### config.mk
export PLATFORM = sky130hd
export DESIGN_NAME = ifu_inst_queue
export DESIGN_NICKNAME = d
export VERILOG_FILES = /design/src/rtl/ifu_inst_queue.sv
export SDC_FILE = /design/constraint.sdc
export NUM_CORES = 1
export LEC_CHECK = 0
export CAP_MARGIN = 20
export CORE_AREA = 10 10 170 172
export CTS_BUF_LIST = sky130_fd_sc_hd__clkbuf_4 sky130_fd_sc_hd__clkbuf_8
export DETAILED_ROUTE_END_ITERATION = 12
export DIE_AREA = 0 0 180 182
export PLACE_DENSITY = 0.85
export SYNTH_ARGS = -nofsm -noshare
export SYNTH_HDL_FRONTEND = slang
export SYNTH_SLANG_ARGS = --single-unit
### constraint.sdc
create_clock -name clock -period 11 [get_ports clock]
set_clock_uncertainty 0.05 [all_clocks]
set_input_delay 1.65 -clock clock [delete_from_list [all_inputs] [get_ports clock]]
set_output_delay 1.65 -clock clock [all_outputs]
set_load 0.02 [all_outputs]
### src/rtl/ifu_inst_queue.sv
// Circular instruction queue between the AXI fetch unit and decode; flush empties it on redirect.
// Optional zero-latency empty-queue bypass is enabled by defining IFU_IQ_BYPASS_EN.
module ifu_inst_queue #(
  parameter int DEPTH  = 4,
  parameter int PC_W   = 64,
  parameter int INST_W = 32
) (
  input  logic                       clock,
  input  logic                       reset,
  input  logic                       io_in_valid,
  output logic                       io_in_ready,
  input  logic [PC_W-1:0]            io_in_pc,
  input  logic [INST_W-1:0]          io_in_inst,
  output logic                       io_out_valid,
  input  logic                       io_out_ready,
  output logic [PC_W-1:0]            io_out_pc,
  output logic [INST_W-1:0]          io_out_inst,
  input  logic                       io_flush,
  output logic [$clog2(DEPTH):0]     io_count
);

  localparam int AW = $clog2(DEPTH);
  localparam int CW = AW + 1;
  localparam logic [CW-1:0] FULL = CW'(DEPTH);

  typedef struct packed {
    logic [PC_W-1:0]   pc;
    logic [INST_W-1:0] inst;
  } entry_t;

  entry_t        mem [DEPTH];
  logic [AW-1:0] wr_ptr;
  logic [AW-1:0] rd_ptr;
  logic [CW-1:0] count;

  logic   empty;
  logic   out_valid;
  logic   pass_through;
  logic   enq;
  logic   deq;
  entry_t head;

  assign empty = (count == '0);

  // Reset gates ready so nothing is offered as accepted while the queue is held in reset.
  assign io_in_ready = reset & (count != FULL) & ~io_flush;

  // NOTE: every always_comb output gets a default first, so no path leaves it unassigned (no latch).
  always_comb begin
    out_valid    = reset & ~empty & ~io_flush;
    head         = mem[rd_ptr];
    pass_through = 1'b0;
`ifdef IFU_IQ_BYPASS_EN
    if (reset && empty && !io_flush) begin
      out_valid    = io_in_valid;
      head         = '{pc: io_in_pc, inst: io_in_inst};
      pass_through = io_in_valid & io_out_ready;
    end
`endif
  end

  // A bypassed entry is neither written nor counted as a dequeue of stored data.
  assign enq = io_in_valid & io_in_ready & ~pass_through;
  assign deq = out_valid & io_out_ready & ~pass_through;

  assign io_out_valid = out_valid;
  assign io_out_pc    = out_valid ? head.pc   : '0;
  assign io_out_inst  = out_valid ? head.inst : '0;
  assign io_count     = count;

  // NOTE: state registers use non-blocking assignments so all flops update together at the edge.
  always_ff @(posedge clock or negedge reset) begin
    if (!reset) begin
      wr_ptr <= '0;
      rd_ptr <= '0;
      count  <= '0;
    end else if (io_flush) begin
      wr_ptr <= '0;
      rd_ptr <= '0;
      count  <= '0;
    end else begin
      if (enq) wr_ptr <= wr_ptr + AW'(1);
      if (deq) rd_ptr <= rd_ptr + AW'(1);
      case ({enq, deq})
        2'b10:   count <= count + CW'(1);
        2'b01:   count <= count - CW'(1);
        default: count <= count;
      endcase
    end
  end

  // NOTE: storage is deliberately left out of reset; pointers and count alone define what is valid.
  always_ff @(posedge clock) begin
    if (enq) mem[wr_ptr] <= '{pc: io_in_pc, inst: io_in_inst};
  end

endmodule

==> run notes, run 1 <==
flow finished, numbers: smallest setup slack after layout=4650 ps, number of flip-flops in the largest register=between 300 and 400, layout cells sized above 1=0.221, cell with the most instances on the worst path=sky130_fd_sc_hd__clkdlybuf4s50_1, met2 track utilization from global routing=0.289, fraction of synthesized cell area taken by the top area cell type=0.764, AND/OR/NAND/NOR Cells, Area Fraction=0.0486, kind of cell adding the most delay to the critical path=buffers and inverters, tally of nets with antenna violations remaining after routing=0, pin count of the biggest net entering global routing=70, number of warnings in the stage logs=29, count of mapped cells out of synthesis=667, Final setup violation count=0, Post-Syn Nets=773, register with the highest flop count=mem, met3 wire len=2370 um, Leakage Power=roughly 5.8 nW, maximum capacitance violations=0, number of top-level pins=just over 200, run status=finished, final reports clean, worst hold slack across all endpoints=558 ps, CTS tree=yes, IO Port Bufs=201, area fraction in mux cells=0.145, Post-Synth XOR/XNOR Area=0.00290, global-route congestion overflow total=0, width of the die=180 um, asr flop ratio synth=0.0179, endpoint with the worst hold slack=wr_ptr[1], category of the worst setup path capture point=primary output, Max-slew headroom=0.297
-- run 1: area by class of cell --
| cell class | instances | area (sq um) | area share |
|---|---|---|---|
| Timing Repair Buffer | 209 | 2090 | 0.113 |
| Antenna cell | 2 | 5.00 | 0.000270 |
| Multi-Input combinational cell | 236 | 3150 | 0.169 |
| Tap cell | 335 | 419 | 0.0226 |
| Inverter | 6 | 22.5 | 0.00121 |
| Sequential cell | 391 | 11700 | 0.631 |
| Clock buffer | 86 | 1030 | 0.0553 |
| Clock inverter | 15 | 141 | 0.00761 |
-- run 1: where the power goes --
part | switching [mW] | internal [mW] | leakage [nW]
combinational | 0.0978 | 0.112 | 1.60
clock | 0.498 | 0.662 | 0.618
sequential | 0.00895 | 1.66 | 3.56
Run 1, cell area per tile:
18 x 18 tiles, from black (low) to pale yellow (high), 0 to 100% covered.
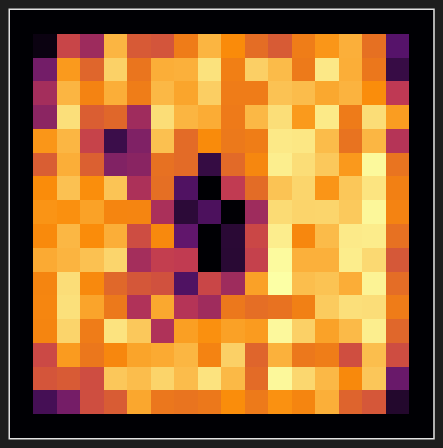
The fullest tile reaches 100%. The mean over all tiles is 55%. 22% of the tiles are nearly empty.
Layout Utilization: 0.725
Initial Util: 0.589

Run 1, routing congestion map:
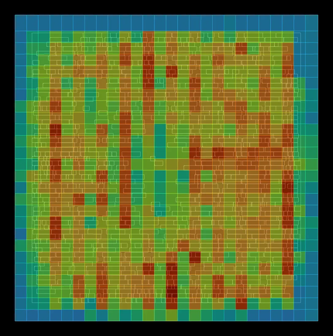
global-route total usage across every layer: 0.176
busiest layer in global routing: met2

Run 1, placement by cell class:
Scale bar: 50 um. Fill, decap, tap and diode cells in grey.
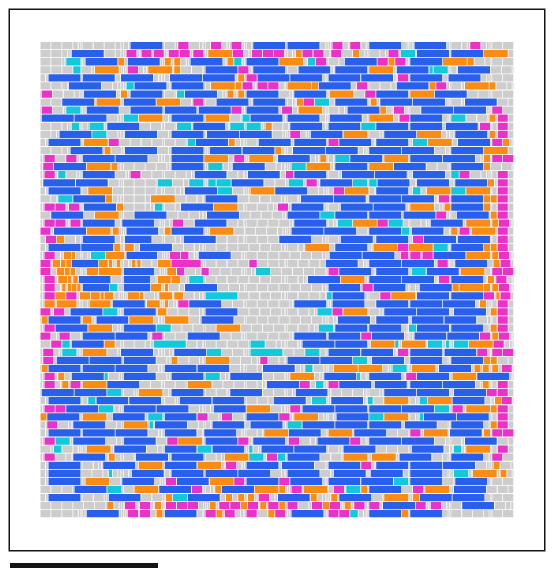
remaining buffers and delay cells: drawn in magenta, cells 209, share of their area 12%. clock drivers and dummy loads: drawn in cyan, cells 101, share of their area 6.4%. registers: drawn in blue, cells 391, share of their area 65%. remaining logic cells: drawn in orange, cells 242, share of their area 17%.
area of the core: 0.0256 sq mm
Post-Layout Inst Area: 0.0186 sq mm
number of placement rows: 59

Run 1, metal layers overlaid:
Scale bar: 50 um. Two of the layers only.
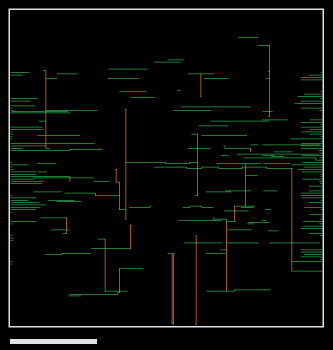
M3: drawn in green, wire length 2370 um. M4: drawn in orange, wire length 557 um.
DR WL/cell: 22.8 um
sum of routed wire length over all layers: 29200 um
vias after detailed routing: 7195

Run 1, where the registers sit:
Scale bar: 50 um.
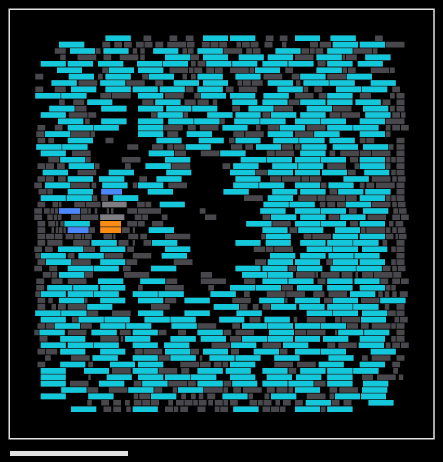

--- run 2 (diff from run 1) ---
--- a/config.mk
+++ b/config.mk
@@ -6,11 +6,11 @@
 export NUM_CORES = 1
 export LEC_CHECK = 0
 export CAP_MARGIN = 20
-export CORE_AREA = 10 10 170 172
+export CORE_AREA = 10 10 184 186
 export CTS_BUF_LIST = sky130_fd_sc_hd__clkbuf_4 sky130_fd_sc_hd__clkbuf_8
 export DETAILED_ROUTE_END_ITERATION = 12
-export DIE_AREA = 0 0 180 182
-export PLACE_DENSITY = 0.85
+export DIE_AREA = 0 0 194 196
+export PLACE_DENSITY = 0.77
 export SYNTH_ARGS = -nofsm -noshare
 export SYNTH_HDL_FRONTEND = slang
 export SYNTH_SLANG_ARGS = --single-unit
==> constraint.sdc (replaced) <==
create_clock -name clock -period 5.21 [get_ports clock]
set_clock_uncertainty 0.05 [all_clocks]
set_input_delay 0.7815 -clock clock [delete_from_list [all_inputs] [get_ports clock]]
set_output_delay 0.7815 -clock clock [all_outputs]
set_load 0.02 [all_outputs]
Run 2, where the registers sit:
Scale bar: 50 um.
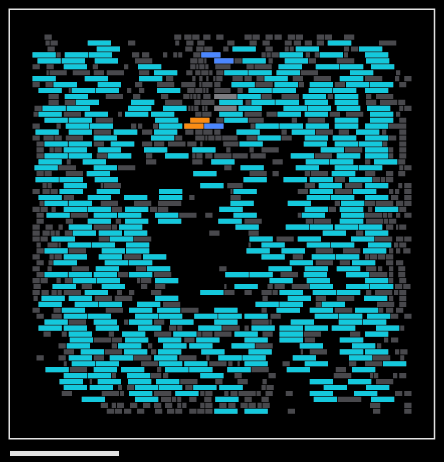
wr_ptr: drawn in orange, placed flops 2. io_count: drawn in blue, placed flops 3. mem: drawn in cyan, placed flops 384, where spread over the die.
Another 2 sequential cells are not coloured.
power drawn by the sequential cells: 3.52 mW
share of cell area taken by flip-flops and latches: 0.620
Layout Utilization: 0.624
Sequential cell area: 0.0117 sq mm

==> run 2 against run 1 <==
  * Via count is 1.3% higher
  * Clock power increased by 130%
  * Sequential share of layout area down 1.1 points
  * Global-route usage is 1.7 points lower
  * Synthesized area is the same
  * Critical path type unchanged
  * Register-to-register slack lost 5300 ps
  * Synthesized cell count unchanged
  * Critical endpoint is now io_out_pc[57]
  * Routed wire length increased by 3.5%
==> run notes, run 2 <==
flow finished, numbers: cell kind with the greatest summed area=flip-flops and latches, layout sequential cell count=391 (unchanged), category of the worst setup path capture point=primary output, pin count of the biggest net entering global routing=55 (-21%), cell with the most instances on the worst path=sky130_fd_sc_hd__clkdlybuf4s50_1, Max-slew headroom=0.523 (+0.226), Leakage Power=5.89 nW (+2.0%), diodes inserted=4 (+2), number of flip-flops in the largest register=384 (unchanged), kind of cell adding the most delay to the critical path=buffers and inverters, tally of nets with antenna violations remaining after routing=0 (unchanged), busiest layer in global routing=met2, total number of tap cells=396 (+18%), fraction of synthesized cell area taken by the top area cell type=0.764 (unchanged), total of clock buffers placed in the layout=93 (+8.1%), bufs w/o clock=215 (+2.9%), Initial Util=0.499 (-0.0906), run status=finished, final reports clean, worst hold slack across all endpoints=491 ps (-66.4 ps), global-route total usage across every layer=0.159 (-0.0172), count of mapped cells out of synthesis=667 (unchanged), Post-Syn Nets=773 (unchanged), register with the highest flop count=mem
Run 2, placement by cell class:
Scale bar: 50 um. Fill, decap, tap and diode cells in grey.
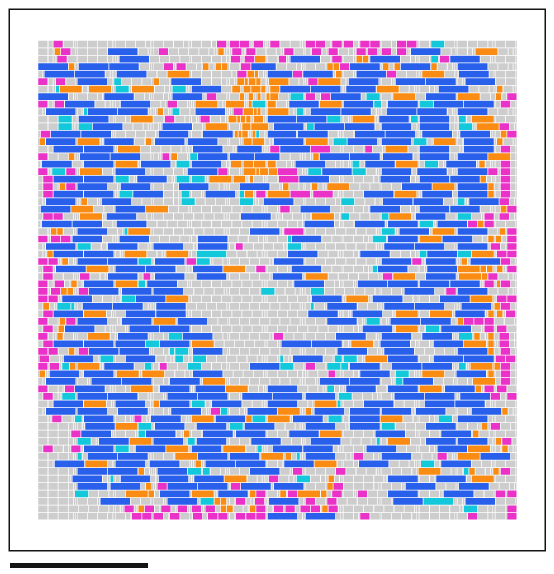
clock drivers and dummy loads: drawn in cyan, cells 118, share of their area 7.1%. remaining buffers and delay cells: drawn in magenta, cells 215, share of their area 12%. registers: drawn in blue, cells 391, share of their area 64%. remaining logic cells: drawn in orange, cells 242, share of their area 17%.
number of placement rows: 64
area of the core: 0.0303 sq mm
Post-Layout Inst Area: 0.0189 sq mm

## run 2: cells by family (layout without fill, tap and decap cells)
| group | Yosys count | after routing | synth area share |
|---|---|---|---|
| AND-OR/OR-AND | 11 | 11 | 0.00589 |
| XOR/XNOR | 5 | 5 | 0.00290 |
| adder cells (fa/ha/maj) | 5 | 5 | 0.00464 |
| buffers and inverters | 40 | 339 | 0.0168 |
| flip-flops | 391 | 391 | 0.776 |
| multiplexers | 99 | 99 | 0.145 |
| other | 0 | 4 | 0 |
| AND/OR/NAND/NOR | 116 | 116 | 0.0486 |
## run 2: report_power, final
group | total (mW) | switching [mW] | internal [mW] | leakage [nW]
clock | 2.65 | 1.15 | 1.50 | 0.691
sequential | 3.52 | 0.0197 | 3.50 | 3.56
combinational | 0.450 | 0.211 | 0.239 | 1.64
Power figures rest on the tool's default switching activity, not on a simulated workload.
